===== config.mk =====
export PLATFORM = sky130hd
export DESIGN_NAME = i2s_tx_ctrl
export DESIGN_NICKNAME = d
export VERILOG_FILES = /design/src/rtl/i2s_tx_ctrl.sv
export SDC_FILE = /design/constraint.sdc
export NUM_CORES = 1
export LEC_CHECK = 0
export CORE_UTILIZATION = 52
export CTS_BUF_LIST = sky130_fd_sc_hd__clkbuf_4
export CTS_CLUSTER_DIAMETER = 200
export CTS_CLUSTER_SIZE = 16
export DETAILED_ROUTE_END_ITERATION = 16
export PLACE_DENSITY = 0.88
export SLEW_MARGIN = 10
export SYNTH_ARGS = -nofsm -noshare
export SYNTH_HDL_FRONTEND = slang
export SYNTH_SLANG_ARGS = --single-unit
export TNS_END_PERCENT = 5

===== constraint.sdc =====
create_clock -name clk -period 2.2 [get_ports clk]
set_input_delay 0.55 -clock clk [delete_from_list [all_inputs] [get_ports clk]]
set_output_delay 0.55 -clock clk [all_outputs]
set_load 0.01 [all_outputs]

===== src/rtl/i2s_tx_ctrl.sv =====
// I2S transmit controller: derives mclk/sclk/lrclk from clk, buffers one
// stereo sample pair behind a valid/ready handshake and shifts it out
// MSB-first in Philips I2S format, flagging frames that start with no sample.
module i2s_tx_ctrl #(
  parameter int unsigned DATA_W   = 24,
  parameter int unsigned SLOT_W   = 32,
  parameter int unsigned SCLK_DIV = 16,
  parameter int unsigned MCLK_DIV = 4
) (
  input  logic              clk,
  input  logic              arst,
  input  logic              enable,
  input  logic              s_valid,
  input  logic [DATA_W-1:0] s_left,
  input  logic [DATA_W-1:0] s_right,
  output logic              s_ready,
  output logic              underrun,
  output logic              busy,
  output logic              i2s_mclk,
  output logic              i2s_sclk,
  output logic              i2s_lrclk,
  output logic              i2s_sdata
);

  localparam int unsigned DIV_W = $clog2(SCLK_DIV);
  localparam int unsigned BIT_W = $clog2(2 * SLOT_W);
  localparam int unsigned MCK_W = $clog2(MCLK_DIV);

  localparam logic [DIV_W-1:0] DIV_LAST  = DIV_W'(SCLK_DIV - 1);
  localparam logic [DIV_W-1:0] DIV_HALF  = DIV_W'(SCLK_DIV / 2);
  localparam logic [BIT_W-1:0] BIT_LAST  = BIT_W'(2 * SLOT_W - 1);
  localparam logic [BIT_W-1:0] SLOT      = BIT_W'(SLOT_W);
  localparam logic [BIT_W-1:0] DATA_LAST = BIT_W'(DATA_W);
  localparam logic [MCK_W-1:0] MCK_LAST  = MCK_W'(MCLK_DIV - 1);
  localparam logic [MCK_W-1:0] MCK_HALF  = MCK_W'(MCLK_DIV / 2);

  typedef enum logic [1:0] {
    IDLE,
    RUN,
    STOP
  } state_t;

  state_t              state, state_n;
  logic [DIV_W-1:0]    div_cnt, div_n, div_adv;
  logic [BIT_W-1:0]    bit_cnt, bit_n, bit_adv;
  logic [MCK_W-1:0]    mclk_cnt, mclk_n, mclk_adv;
  logic [BIT_W-1:0]    pos_n;
  logic                tick, boundary, load, shift;
  logic                xfer, hold_full, full_n;
  logic [2*DATA_W-1:0] hold, shreg;

  // Next-state, counter advance and frame-boundary load decisions
  always_comb begin
    state_n  = state;
    tick     = (div_cnt == DIV_LAST);
    boundary = tick && (bit_cnt == BIT_LAST);
    load     = 1'b0;
    div_adv  = tick ? '0 : div_cnt + 1'b1;
    bit_adv  = tick ? ((bit_cnt == BIT_LAST) ? '0 : bit_cnt + 1'b1) : bit_cnt;
    mclk_adv = (mclk_cnt == MCK_LAST) ? '0 : mclk_cnt + 1'b1;
    div_n    = div_cnt;
    bit_n    = bit_cnt;
    mclk_n   = mclk_cnt;
    case (state)
      IDLE: begin
        div_n  = '0;
        bit_n  = '0;
        mclk_n = '0;
        if (enable) begin
          state_n = RUN;
          load    = 1'b1;
        end
      end
      RUN: begin
        div_n  = div_adv;
        bit_n  = bit_adv;
        mclk_n = mclk_adv;
        load   = boundary;
        if (!enable) state_n = STOP;
      end
      STOP: begin
        div_n  = div_adv;
        bit_n  = bit_adv;
        mclk_n = mclk_adv;
        if (enable) begin
          state_n = RUN;
          load    = boundary;
        end else if (boundary) begin
          state_n = IDLE;
          div_n   = '0;
          bit_n   = '0;
          mclk_n  = '0;
        end
      end
      default: state_n = IDLE;
    endcase
    pos_n  = (bit_n >= SLOT) ? bit_n - SLOT : bit_n;
    // Data bits occupy slot positions 1..DATA_W; position 0 is the I2S delay bit
    shift  = tick && (state != IDLE) && (state_n != IDLE) &&
             (pos_n != '0) && (pos_n <= DATA_LAST);
    xfer   = s_valid && s_ready;
    full_n = (hold_full && !load) || xfer;
  end

  // State and counter registers
  always_ff @(posedge clk) begin
    if (arst) begin
      state    <= IDLE;
      div_cnt  <= '0;
      bit_cnt  <= '0;
      mclk_cnt <= '0;
    end else begin
      state    <= state_n;
      div_cnt  <= div_n;
      bit_cnt  <= bit_n;
      mclk_cnt <= mclk_n;
    end
  end

  // One-entry holding register; a transfer during a load refills it for the next frame
  always_ff @(posedge clk) begin
    if (arst) begin
      hold_full <= 1'b0;
      s_ready   <= 1'b0;
      hold      <= '0;
    end else begin
      hold_full <= full_n;
      s_ready   <= !full_n;
      if (xfer) hold <= {s_left, s_right};
    end
  end

  // Frame shift register: left sample in the upper half shifts out first
  always_ff @(posedge clk) begin
    if (arst) begin
      shreg <= '0;
    end else if (load) begin
      shreg <= hold_full ? hold : '0;
    end else if (shift) begin
      shreg <= {shreg[2*DATA_W-2:0], 1'b0};
    end
  end

  // Registered pin and status outputs, computed from the post-edge counter values
  always_ff @(posedge clk) begin
    if (arst) begin
      underrun  <= 1'b0;
      busy      <= 1'b0;
      i2s_mclk  <= 1'b0;
      i2s_sclk  <= 1'b0;
      i2s_lrclk <= 1'b0;
      i2s_sdata <= 1'b0;
    end else begin
      underrun <= load && !hold_full;
      busy     <= (state_n != IDLE);
      if (state_n == IDLE) begin
        i2s_mclk  <= 1'b0;
        i2s_sclk  <= 1'b0;
        i2s_lrclk <= 1'b0;
        i2s_sdata <= 1'b0;
      end else begin
        i2s_mclk  <= (mclk_n >= MCK_HALF);
        i2s_sclk  <= (div_n >= DIV_HALF);
        i2s_lrclk <= (bit_n >= SLOT);
        if (shift)             i2s_sdata <= shreg[2*DATA_W-1];
        else if (tick || load) i2s_sdata <= 1'b0;
      end
    end
  end

endmodule


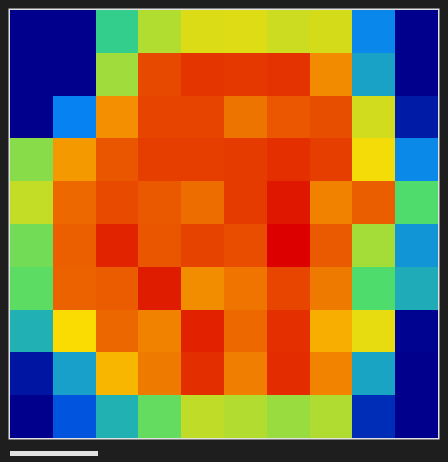
util_map.png
Bar = 20 µm. 10 x 10 tiles, from dark blue (low) to red (high), 0 to 100% covered.
mean over tiles: 65%
tiles over 75% full: 52%
fullest tile: 100%
emptiest ninth of the die: north-west
nearly empty tiles: 11%
floorplan core density: 54.1%
Final Util: 72.4%

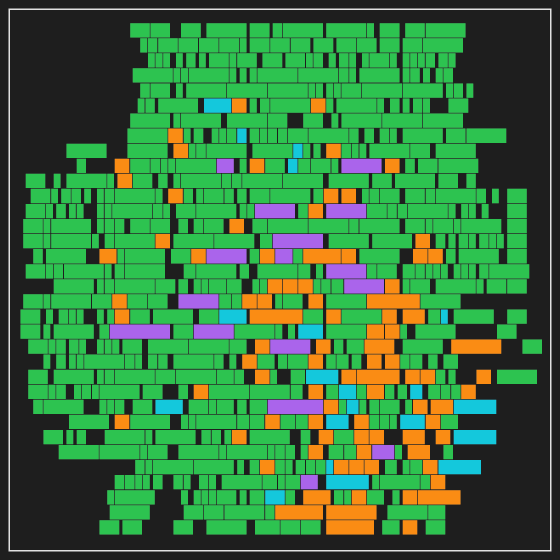
sizing.png
| size | colour | cells |
|---|---|---|
| x3 and x4 | orange | 88 |
| x6 and larger | purple | 16 |
| x2 | cyan | 20 |
| x1 and smaller | green | 548 |
P&R area growth vs syn: 33.7%
final worst setup slack: -0.319 ns
Signal buffers: 119
fin area: 6340 µm²

==> job_summary.md <==
### Flow metrics

| Metric | Value |
|---|---|
| # hold bufs at CTS | `0` |
| Residual DRC | `0` |
| Tool warnings | `29` |
| DR iter-0 viols | `482` |
| Final ANT Viol Nets | `0` |
| Relative slew slack | `71.3%` |
| CP Capture Type | `flip-flop` |
| I/O pin cnt | `59` |
| Hold Vio Cnt, Final | `0` |
| Crit path arrival time | `2.93 ns` |
| Final nets | `714` |
| Vias in the first global route | `4264` |
| Power Dens Cells | `640 nW/µm²` |
| Pwr Total | `4060 µW` |
| CTS tree | `built` |
| Period utilization | `115%` |
| Post-synthesis cell count | `560` |
| CP Max Fanout | `7` |
| Crit start category | `flip-flop` |
| Status | `complete, but fails checks` |
| RSZ-0062 raised after global routing | `true` |
| Die height | `97.5 µm` |
| Worst setup path category | `reg -> reg` |
| Ys cells | `560` |
| Maxcap violations | `0` |
| First-pass GRT wire length | `19400 µm` |
| Grt total ovfl | `0` |
| Top cells, area | `dfxtp_1 50%, nand2_1 12%, mux2i_1 9.5%` |
| Tightest Pin Transition | `0.430 ns` |
| H-tree Lvls | `4` |
| Top cell area share | `49.8%` |
| Max Slew Vio Count | `0` |
| Post-Syn Area per Cell | `8.47 µm²` |
| Clock Root Buffer | `clkbuf_4` |
| Ant diodes | `0` |
| Cell Type Count | `44` |
| Worst Path Required | `2.61 ns` |
| Peak Freq | `0.397 GHz` |
| Maximum root-to-sink buffer count | `2` |
| Die X | `97.5 µm` |
| Die area | `9510 µm²` |
| Syn Nets | `615` |
| Clock Sink Count | `118` |
| Number of enable flip-flop cells | `0` |
| Skew final | `0.0168 ns` |
| Rows | `34` |
| Final worst setup slack | `-0.319 ns` |
| Placer Congestion | `0.943` |
| DP Area | `5890 µm²` |
| Min-Delay Path Class | `in -> reg` |
| Antenna violations before repair | `0` |
| Vias per cell | `5.77` |
| Sequential fraction of the synthesis area | `49.8%` |
| Core area | `8760 µm²` |
| Number of port buffers | `58` |
| Chip Area, Yosys | `4740 µm²` |
| Post-synth top area cell | `dfxtp_1` |
| CTS Buf Count | `17` |
| Setup violators final | `50` |
| Post-synthesis async set-or-reset flop share | `0%` |
| Leak | `0.00221 µW` |
| Drt first pass iters | `8` |
| Ys flop type | `dfxtp_1` |
| Max VDD drop | `0.474 mV` |
| Clock transition at the registers of the reported paths | `0.12 ns` |
| Clk_lat worst skew | `0.53 ns` |
| Minimum clock period | `2.52 ns` |
| Setup TNS | `-12.39 ns` |
| Ys Warns | `0` |
| Hpwl dp | `7780 µm` |
| Mapped cell area | `4740 µm²` |
| Failing checks | `setup timing` |
| Ys flops | `118` |
| Largest net degree at the start of global routing | `40` |
| Share of cells above drive strength 1 | `18.5%` |
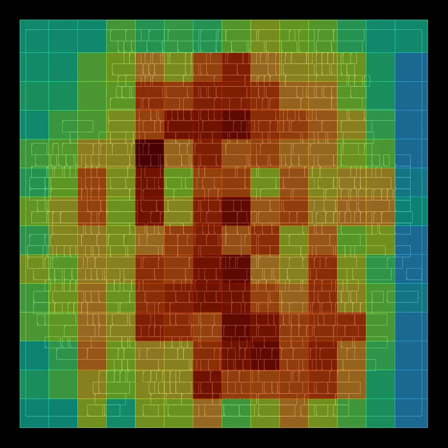
congestion_map.png
Tot GR Track Use: 25.1%
WL/cell: 16.7 µm
GR Util met2: 42.7%

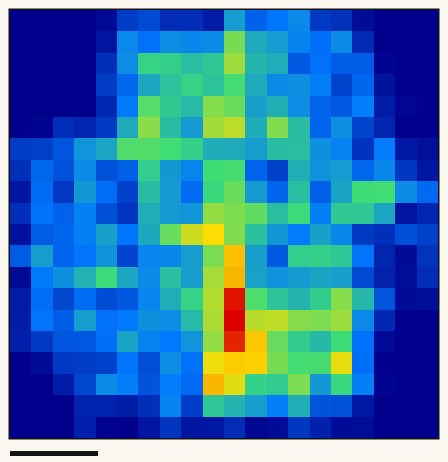
route_heat.png
Bar = 20 µm. 20 x 20 tiles, from dark blue (low) to red (high), scaled to the fullest tile. Values are wire area over tile area, all layers added.
nearly empty tiles: 17%
fullest tile: 0.88
tiles over half the peak: 14%
mean over tiles: 0.23
wirelength, routed: 13000 µm
vias: 4502

-- routing by layer --
layer | global-route usage (%) | share of wire (%)
met1 | 29.5 | 39
met2 | 42.7 | 50
met3 | 5.68 | 6.6
met5 | 0 | 0
met4 | 12.8 | 4.1
-- cells in the final DEF (no fill, tap or decap), drive strengths merged, types with 3 or more instances in the layout --
cell type,instances
nor2b,6
inv,6
nor3,8
nand2,149
clkbuf,18
buf,61
clkinvlp,4
a21oi,58
a22oi,3
a31oi,6
clkdlybuf4s50,57
nor2,18
xnor2,3
nand2b,4
mux2i,45
o21ai,53
clkinv,7
nand3,6
ha,3
and2,4
dfxtp,118
a211oi,3
nor3b,3
-- power by group --
group          internal (µW)  switching [µW]
Clock                    561             896
Combinational            180             188
Sequential              2190            36.8
Total                   2930            1120
-- path summary, 6_finish.rpt --
path	cells past startpoint	endpoint	slack, ns	from
worst max-delay path	11	shreg[21]$_SDFFE_PP0P_	-0.32	bit_cnt[1]$_SDFF_PP0_
worst min-delay path	2	hold[47]$_SDFFE_PP0P_	0.32	arst
worst max register to register	11	shreg[21]$_SDFFE_PP0P_	-0.32	bit_cnt[1]$_SDFF_PP0_
worst min register to register	2	shreg[33]$_SDFFE_PP0P_	0.46	hold[33]$_SDFFE_PP0P_
-- stage by stage --
stage	hold WS (ns)	util (%)	setup WS [ns]	std cells
after floorplan	0.429	-	-0.00762	560
after CTS	0.268	70.8	-0.159	777
after global routing	0.308	72.4	-0.380	780
after detailed placement	0.439	67.2	-0.271	741
final	0.323	72.4	-0.319	780
after global placement	0.436	67.2	-0.180	741
-- flip-flops by register name, summed over array words and instances (netlist names) --
name / count
hold_full: 1
hold: 48
i2s_lrclk: 1
mclk_cnt: 2
div_cnt: 4
bit_cnt: 6
underrun: 1
shreg: 48
i2s_mclk: 1
state: 2
busy: 1
i2s_sclk: 1
s_ready: 1
i2s_sdata: 1
-- cells in the mapped netlist (all sizes together) (4+ instances only) --
cell type,number
nand2,149
nand3,6
a31oi,6
dfxtp,118
buf,10
clkbuf,29
nor3,8
nor2,18
and2,4
nor2b,6
nand2b,4
a21oi,58
o21ai,53
mux2i,45
-- what timing repair did --
item | in CTS | in global routing
pin swaps | 2 | 5
setup endpoints to repair | 48 | 51
setup buffers | 3 | 2
resized | 4 | 21
gates cloned | 1 | 1
-- logic make-up after synthesis --
family / Yosys count / share of synthesized area, %
multiplexers: 45 / 9.50
AND-OR/OR-AND: 143 / 17.3
XOR/XNOR: 4 / 0.739
adder cells (fa/ha/maj): 3 / 0.791
flip-flops: 118 / 49.8
AND/OR/NAND/NOR: 205 / 18.2
buffers and inverters: 42 / 3.67
-- area by class of cell --
type,instances,area [µm²]
well taps,108,135
clock inverters,15,130
flip-flops and latches,118,2370
clock buffers,17,128
fillers,561,2420
inverters,3,11.3
multi-input cells,400,2380
repair buffers,119,1190
-- critical path, stage by stage, from the launching register on --
cell and delay, ns:
dfxtp_2 0.36, ha_4 0.16, and4_4 0.19, a21o_4 0.23, a311oi_4 0.34, nor4b_4 0.11, a311oi_4 0.23, buf_4 0.17
buf_12 0.14, buf_12 0.14, mux2i_2 0.22, o21ai_1 0.10
Power is estimated from default activity; no workload was simulated.
